--- config.mk ---
export PLATFORM = sky130hd
export DESIGN_NAME = aer_event_packer
export DESIGN_NICKNAME = d
export VERILOG_FILES = /design/src/rtl/aer_event_packer.sv
export SDC_FILE = /design/constraint.sdc
export NUM_CORES = 1
export LEC_CHECK = 0
export ABC_AREA = 1
export ABC_CLOCK_PERIOD_IN_PS = 2850
export CORE_UTILIZATION = 49
export CTS_BUF_LIST = sky130_fd_sc_hd__clkbuf_8
export DETAILED_ROUTE_END_ITERATION = 16
export PLACE_DENSITY = 0.64
export SLEW_MARGIN = 0
export SYNTH_ARGS = -nofsm -noshare
export SYNTH_HDL_FRONTEND = slang
export SYNTH_SLANG_ARGS = --single-unit
--- constraint.sdc ---
create_clock -name clk -period 2.85 [get_ports clk]
set_input_delay 0.57 -clock clk [delete_from_list [all_inputs] [get_ports clk]]
set_output_delay 0.57 -clock clk [all_outputs]
set_load 0.02 [all_outputs]
--- src/rtl/aer_event_packer.sv ---
// aer_event_packer
//
// Takes the granted pixel from the row/column round-robin arbiters and adds a
// timestamp from a free-running counter. It packs the result into an
// address-event word and buffers the words in a show-ahead FIFO. When the
// timestamp counter wraps, the block queues a single wrap-marker word. If a
// second wrap arrives while a marker is still waiting, the sticky
// ovf_lost_o flag is raised.
//
// Word layout (MSB first): type | pol | y | x | ts
//   type=0 : event word
//   type=1 : wrap marker, every other field zero
//
// Handshakes (both ports): a transfer happens on a rising clk edge when
// valid and ready are both high. The producer holds its word and valid
// until the transfer happens, and ready never depends on the transfer itself.
//
// Ports
//   clk, reset      : clock, asynchronous active-high reset
//   enable_i        : readout enable (timestamp run + event acceptance)
//   evt_valid_i     : arbiter pair presents a granted event
//   evt_ready_o     : event accepted this cycle (enable_i and FIFO not full)
//   y_add_i/x_add_i : granted row / column address
//   pol_i           : event polarity, 1 = ON
//   out_valid_o     : FIFO head word valid
//   out_ready_i     : downstream consumes the head word
//   out_data_o      : FIFO head word
//   level_o         : FIFO occupancy
//   ovf_lost_o      : sticky, a wrap marker was lost
module aer_event_packer #(
    parameter int ROW_AW = 2,
    parameter int COL_AW = 2,
    parameter int TS_W   = 16,
    parameter int DEPTH  = 8,
    localparam int DW    = 2 + ROW_AW + COL_AW + TS_W,
    localparam int LW    = $clog2(DEPTH) + 1
) (
    input  logic              clk,
    input  logic              reset,
    input  logic              enable_i,
    input  logic              evt_valid_i,
    output logic              evt_ready_o,
    input  logic [ROW_AW-1:0] y_add_i,
    input  logic [COL_AW-1:0] x_add_i,
    input  logic              pol_i,
    output logic              out_valid_o,
    input  logic              out_ready_i,
    output logic [DW-1:0]     out_data_o,
    output logic [LW-1:0]     level_o,
    output logic              ovf_lost_o
);

    localparam int AW = $clog2(DEPTH);

    logic [TS_W-1:0] ts_q;
    logic            wrap_pend;
    logic            ovf_lost_q;

    logic [DW-1:0]   mem [DEPTH];
    logic [AW-1:0]   wr_ptr;
    logic [AW-1:0]   rd_ptr;
    logic [LW-1:0]   level;

    logic            full;
    logic            push_evt;
    logic            push_mark;
    logic            push;
    logic            pop;
    logic            wrap_edge;
    logic [DW-1:0]   push_word;

    assign full = (level == LW'(DEPTH));

    // Held low during reset so the arbiters never see a grant accepted
    // while the FIFO is being cleared.
    assign evt_ready_o = enable_i & ~full & ~reset;

    assign push_evt  = evt_valid_i & evt_ready_o;
    // An event push takes the single write port ahead of a waiting marker.
    assign push_mark = wrap_pend & ~push_evt & ~full;
    assign push      = push_evt | push_mark;
    assign pop       = out_valid_o & out_ready_i;
    assign wrap_edge = enable_i & (ts_q == '1);

    assign push_word = push_evt ? {1'b0, pol_i, y_add_i, x_add_i, ts_q}
                                : {1'b1, {(DW-1){1'b0}}};

    // Timestamp counter and wrap-marker bookkeeping.
    // A wrap that lands on the same edge as a marker push re-arms wrap_pend
    // for the new wrap, and no marker is lost. A wrap while a marker is still
    // waiting loses that marker.
    always_ff @(posedge clk or posedge reset) begin
        if (reset) begin
            ts_q       <= '0;
            wrap_pend  <= 1'b0;
            ovf_lost_q <= 1'b0;
        end else begin
            if (enable_i) begin
                ts_q <= ts_q + 1'b1;
            end
            if (wrap_edge) begin
                wrap_pend <= 1'b1;
                if (wrap_pend && !push_mark) begin
                    ovf_lost_q <= 1'b1;
                end
            end else if (push_mark) begin
                wrap_pend <= 1'b0;
            end
        end
    end

    // FIFO pointers and occupancy. DEPTH is a power of two, so the pointers
    // wrap naturally at AW bits.
    always_ff @(posedge clk or posedge reset) begin
        if (reset) begin
            wr_ptr <= '0;
            rd_ptr <= '0;
            level  <= '0;
        end else begin
            if (push) begin
                wr_ptr <= wr_ptr + 1'b1;
            end
            if (pop) begin
                rd_ptr <= rd_ptr + 1'b1;
            end
            case ({push, pop})
                2'b10:   level <= level + 1'b1;
                2'b01:   level <= level - 1'b1;
                default: level <= level;
            endcase
        end
    end

    // Storage needs no reset; level gates visibility of every entry.
    always_ff @(posedge clk) begin
        if (push) begin
            mem[wr_ptr] <= push_word;
        end
    end

    // Show-ahead read: the head entry stays stable until it is popped.
    assign out_data_o  = mem[rd_ptr];
    assign out_valid_o = (level != '0);
    assign level_o     = level;
    assign ovf_lost_o  = ovf_lost_q;

endmodule

Run 1, placement by cell class:
Fill, decap, tap and diode cells in grey.
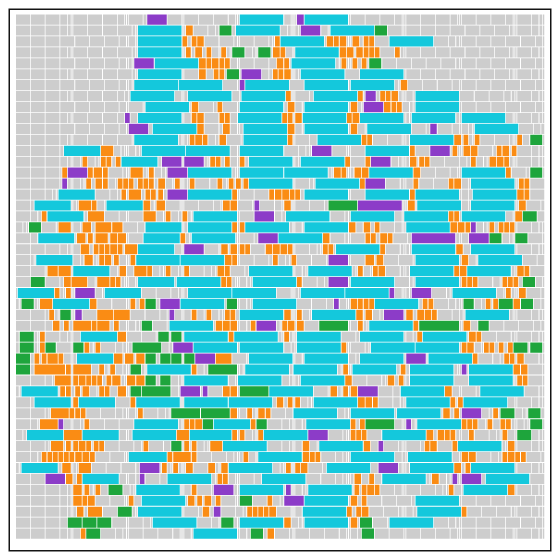
Cyan shows sequential cells, cells 204. Purple shows clock drivers and dummy loads, cells 62. Orange shows remaining logic cells, cells 515. Green shows remaining buffers and delay cells, cells 69.

Run 1, routed clock nets over the placement:
The bar under the picture is 50 microns long.
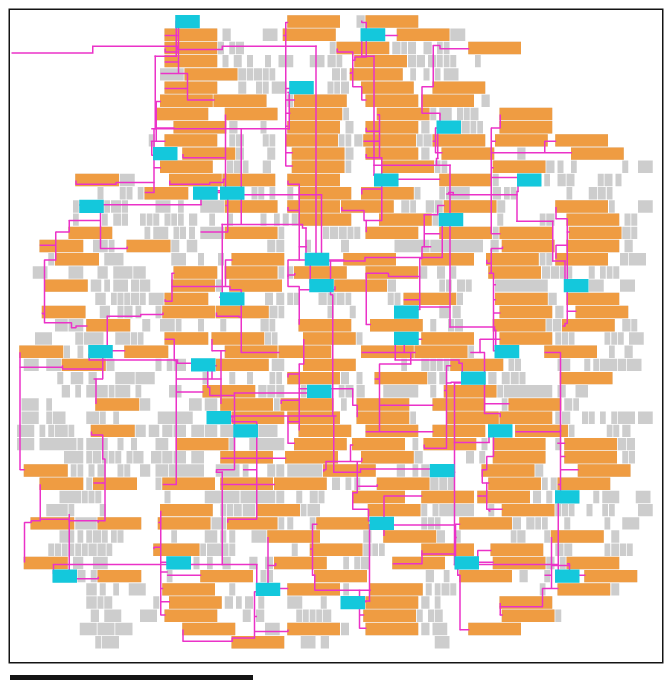
Orange shows flip-flops, count 204. Cyan shows clock-net drivers, count 34. Magenta shows clock wires, length 2430 microns.
There are 35 routed clock nets.

Run 1, I/O pins on the die edge:
Pins as bars across the die edge, other pins in grey.
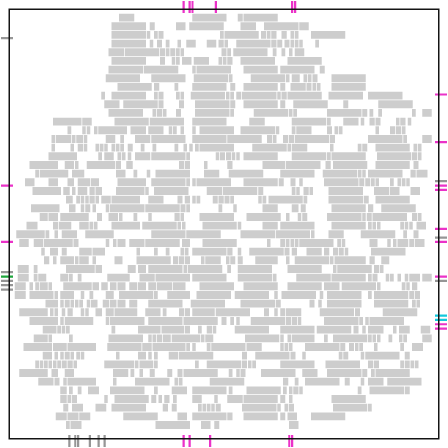
Magenta shows out_data_o, pins 22, direction output, edge 9 east, 6 north, 5 south, 2 west. Cyan shows y_add_i, pins 2, direction input, edge east. Green shows enable_i, pins 1, direction input, edge west.

==> flow_metrics.env, run 1 <==
# yosys + openroad results
export IMPL_common_cells="176 x edfxtp_1, 167 x nor2_1, 113 x nand2_1"
export IMPL_relSlewSlack=0.556
export IMPL_nMultiInputCombCells=474
export IMPL_crit_buf_inv=3
export IMPL_met1_length_mm=7.86
export IMPL_fp_utilization=0.499
export IMPL_dr_pass1_iters=4
export IMPL_grt_pass1_vias=5369
export IMPL_status="finished clean"
export IMPL_cts_resized_gates=26
export IMPL_area_growth_pct=17.4
export IMPL_hpwl_mm=10.3
export IMPL_path_depth=9
export IMPL_min_from="ts_q[15]"
export IMPL_diodes=0
export IMPL_ys_cells=754
export IMPL_nFillCells=1423
export IMPL_worstPathArrival_ps=2130
export IMPL_nClkBuffers=39
export IMPL_clk_power_w=0.00255
export IMPL_dpl_instance_area_sq_um=9340
export IMPL_post_route_cell_area_sq_um=10100
export IMPL_synth_cell_types=32
export IMPL_ant_nets=0
export IMPL_clkTransAtPathRegs_ps=60
export IMPL_grt_use_total=0.207
export IMPL_tritoncts="yes"
export IMPL_portBuffers=38
export IMPL_drc=0
export IMPL_die_area_sq_um=18000
export IMPL_avgSynthCellArea_sq_um=11.4
export IMPL_comb_area_sq_um=2230
export IMPL_utilization=0.586
export IMPL_fmax_ghz=0.371
export IMPL_required_ps=2280
==> run 1 -> run 2 <==
REMOVE_ABC_BUFFERS = 1   (was default)
Run 2, cell outlines without signal wires:
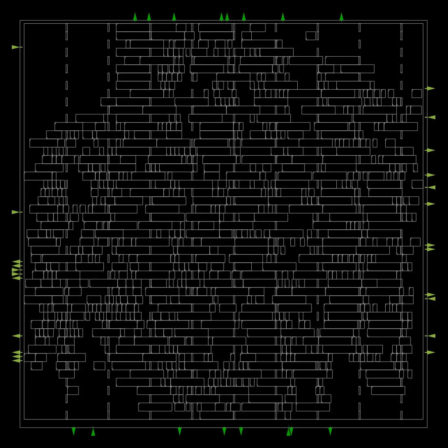
seq_cells: 204
Filler Cells Inserted: 1441
Well Taps: 225
row count: 48

Run 2, I/O pins on the die edge:
Pins as bars across the die edge, other pins in grey.
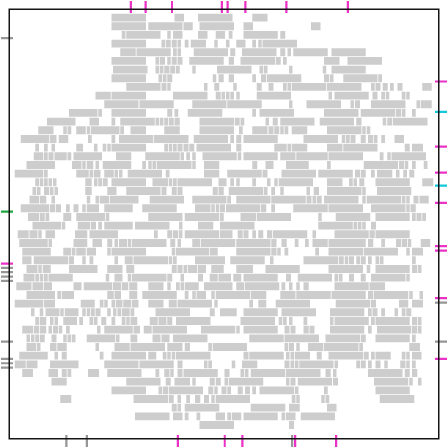
Magenta shows out_data_o, pins 22, direction output, edge 8 north, 8 east, 5 south, 1 west. Green shows enable_i, pins 1, direction input, edge west. Cyan shows y_add_i, pins 2, direction input, edge east.
All pins by edge: 12 east, 11 west, 8 south, 8 north.

==> run 2 against run 1 <==
  * Die area stayed put
  * Largest cell class unchanged
  * Cell count is 0.28% higher
  * Clock skew is 14 ps higher
  * Maximum frequency is 0.55% lower
  * Total power is 1.1% lower
  * Sequential cell count stayed put
  * Setup slack worse by 15 ps
  * Register-to-register slack worse by 60 ps
  * Count of clock-buffer cells in the layout is 1 lower
==> flow_metrics.env, run 2 <==
# yosys + openroad results
export IMPL_met1_length_mm=8.08
export IMPL_synth_flops=204
export IMPL_ir_drop_mv=0.612
export IMPL_tritoncts="yes"
export IMPL_worst_pin_slew_ps=653
export IMPL_dpl_instance_area_sq_um=9280
export IMPL_busiest_layer="met2"
export IMPL_area_growth_pct=16.8
export IMPL_dominant_cells="sequential cells"
export IMPL_grt_pass1_vias=5585
export IMPL_hpwl_mm=10.9
export IMPL_power_switching_w=0.00367
export IMPL_crit_end="out_data_o[17]"
export IMPL_drc=0
export IMPL_globalRouteMet2Util=0.363
export IMPL_gr_total_overflow=0
export IMPL_top_area_cell="edfxtp_1"
export IMPL_dr_pass1_iters=5
export IMPL_gp_congestion=0.805
export IMPL_p_clk_frac=0.248
export IMPL_holdWs_ps=475
export IMPL_cts_max_level=2
export IMPL_xor_share=0.0174
export IMPL_cts_buffer_depth=3
export IMPL_synth_top_area_share=0.616
export IMPL_reg2reg_depth=12
export IMPL_clkTransAtPathRegs_ps=60
export IMPL_io_pins=39
export IMPL_crit_buf_inv=3
export IMPL_pwr_share_seq=0.378
export IMPL_fp_dieH_microns=134
export IMPL_critPathMaxFanout=26
export IMPL_worstPathArrival_ps=2140
export IMPL_switching_share=0.374
export IMPL_ant_nets=0
export IMPL_hold_class="flip-flop to flip-flop"
export IMPL_utilization=0.583
export IMPL_r2r_start="level_o[0]"
export IMPL_post_route_cell_area_sq_um=10000
export IMPL_worst_slack_ps=140
export IMPL_inv_count=40
export IMPL_clk_power_w=0.00244
export IMPL_portBuffers=38
export IMPL_critical_path_max_stage_delay_ps=480
export IMPL_stdcell_count=1078
export IMPL_fmax_ghz=0.369
export IMPL_cp_slowest_cell="dfrtp_2"
export IMPL_holdPathStages=2
export IMPL_startpoint="rd_ptr[0]"
export IMPL_power_top_group="registers"
export IMPL_dieWidth_microns=134
export IMPL_status="finished clean"
export IMPL_cts_resized_gates=32
export IMPL_buf_share=0.0701
export IMPL_r2r_setup_slack_ps=630
export IMPL_synth_cell_types=32
export IMPL_nMultiInputCombCells=474
export IMPL_relSlewSlack=0.563
export IMPL_ys_seq_frac=0.698
export IMPL_nClkBuffers=38
export IMPL_final_common_cell="edfxtp_1"
export IMPL_dpl_cell_count=1011
export IMPL_fp_utilization=0.499
export IMPL_comb_area_sq_um=2230
export IMPL_min_from="ts_q[15]"
export IMPL_layout_top_cells="176 x edfxtp_1, 159 x nor2_1, 113 x nand2_1, 86 x o21ai_0, 49 x o21ai_1"
export IMPL_ys_cells=754
export IMPL_required_ps=2280
export IMPL_avgSynthCellArea_sq_um=11.4
export IMPL_fin_crit_sh=0.951
export IMPL_grt_use_total=0.211
export IMPL_path_depth=7
export IMPL_routed_via_density=5.23
export IMPL_diodes=0
export IMPL_common_cells="176 x edfxtp_1, 167 x nor2_1, 113 x nand2_1"
export IMPL_leakagePower_nw=3.88
export IMPL_die_area_sq_um=18000
export IMPL_synth_most_common_cell="edfxtp_1"
==> run 2 -> run 3 <==
CORE_UTILIZATION = 40   (was 49)
PLACE_DENSITY = 0.54   (was 0.64)
Run 3, I/O pins on the die edge:
Pins as bars across the die edge, other pins in grey.
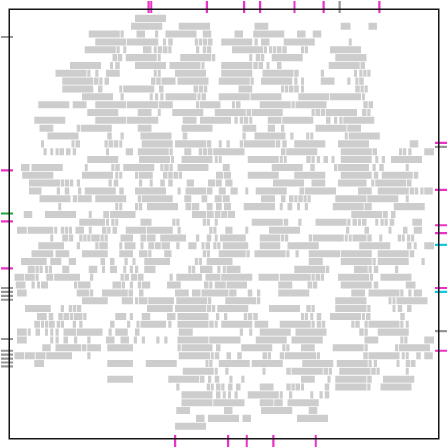
Cyan shows y_add_i, pins 2, direction input, edge east. Magenta shows out_data_o, pins 22, direction output, edge 8 north, 6 east, 5 south, 3 west. Green shows enable_i, pins 1, direction input, edge west.
All pins by edge: 15 west, 10 east, 9 north, 5 south.

Run 3, routed metal, one colour a layer:
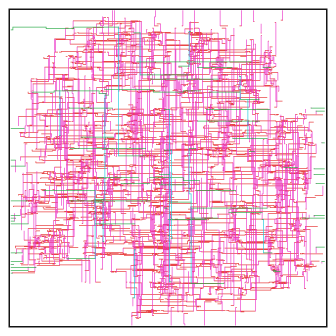
Green shows M3, wire length 908 microns. Magenta shows M2, wire length 9350 microns. Cyan shows M4, wire length 471 microns. Red shows M1, wire length 8620 microns.

==> run 3 against run 2 <==
  * Sequential power hardly changed
  * Total power is 0.31% lower
  * Area after synthesis did not move
  * Setup slack better by 43 ps
  * Cell area up 0.57%
  * Worst hold slack better by 4.1 ps
  * Largest power group unchanged
==> flow_metrics.env, run 3 <==
# yosys + openroad results
export IMPL_nMultiInputCombCells=474
export IMPL_diodes=0
export IMPL_fp_dieH_microns=148
export IMPL_cts_max_level=2
export IMPL_taps=275
export IMPL_fmax_ghz=0.375
export IMPL_hpwl_mm=11.2
export IMPL_status="finished clean"
export IMPL_nClkBuffers=39
export IMPL_grt_pass1_vias=5656
export IMPL_layout_top_cells="176 x edfxtp_1, 159 x nor2_1, 113 x nand2_1, 86 x o21ai_0, 52 x inv_1"
export IMPL_drc=0
export IMPL_path_depth=9
export IMPL_ir_drop_mv=0.431
export IMPL_relSlewSlack=0.566
export IMPL_clk_power_w=0.00236
export IMPL_leakagePower_nw=3.90
export IMPL_final_common_cell="edfxtp_1"
export IMPL_inv_count=40
export IMPL_clkTransAtPathRegs_ps=60
export IMPL_nFillCells=1917
export IMPL_ant_nets=0
export IMPL_top_area_cell="edfxtp_1"
export IMPL_crit_buf_inv=3
export IMPL_utilization=0.479
export IMPL_stdcell_count=1126
export IMPL_synth_top_area_share=0.616
export IMPL_io_pins=39
export IMPL_synth_most_common_cell="edfxtp_1"
export IMPL_common_cells="176 x edfxtp_1, 167 x nor2_1, 113 x nand2_1"
export IMPL_comb_area_sq_um=2230
export IMPL_reg2reg_depth=13
export IMPL_grt_use_total=0.185
export IMPL_synth_cell_types=32
export IMPL_cts_resized_gates=26
export IMPL_ys_cells=754
export IMPL_holdWs_ps=479
export IMPL_p_clk_frac=0.241
export IMPL_fp_utilization=0.408
export IMPL_critical_path_max_stage_delay_ps=490
export IMPL_worstPathArrival_ps=2100
export IMPL_gp_congestion=0.805
No activity file was given, so power comes from the tool's default toggle rates.
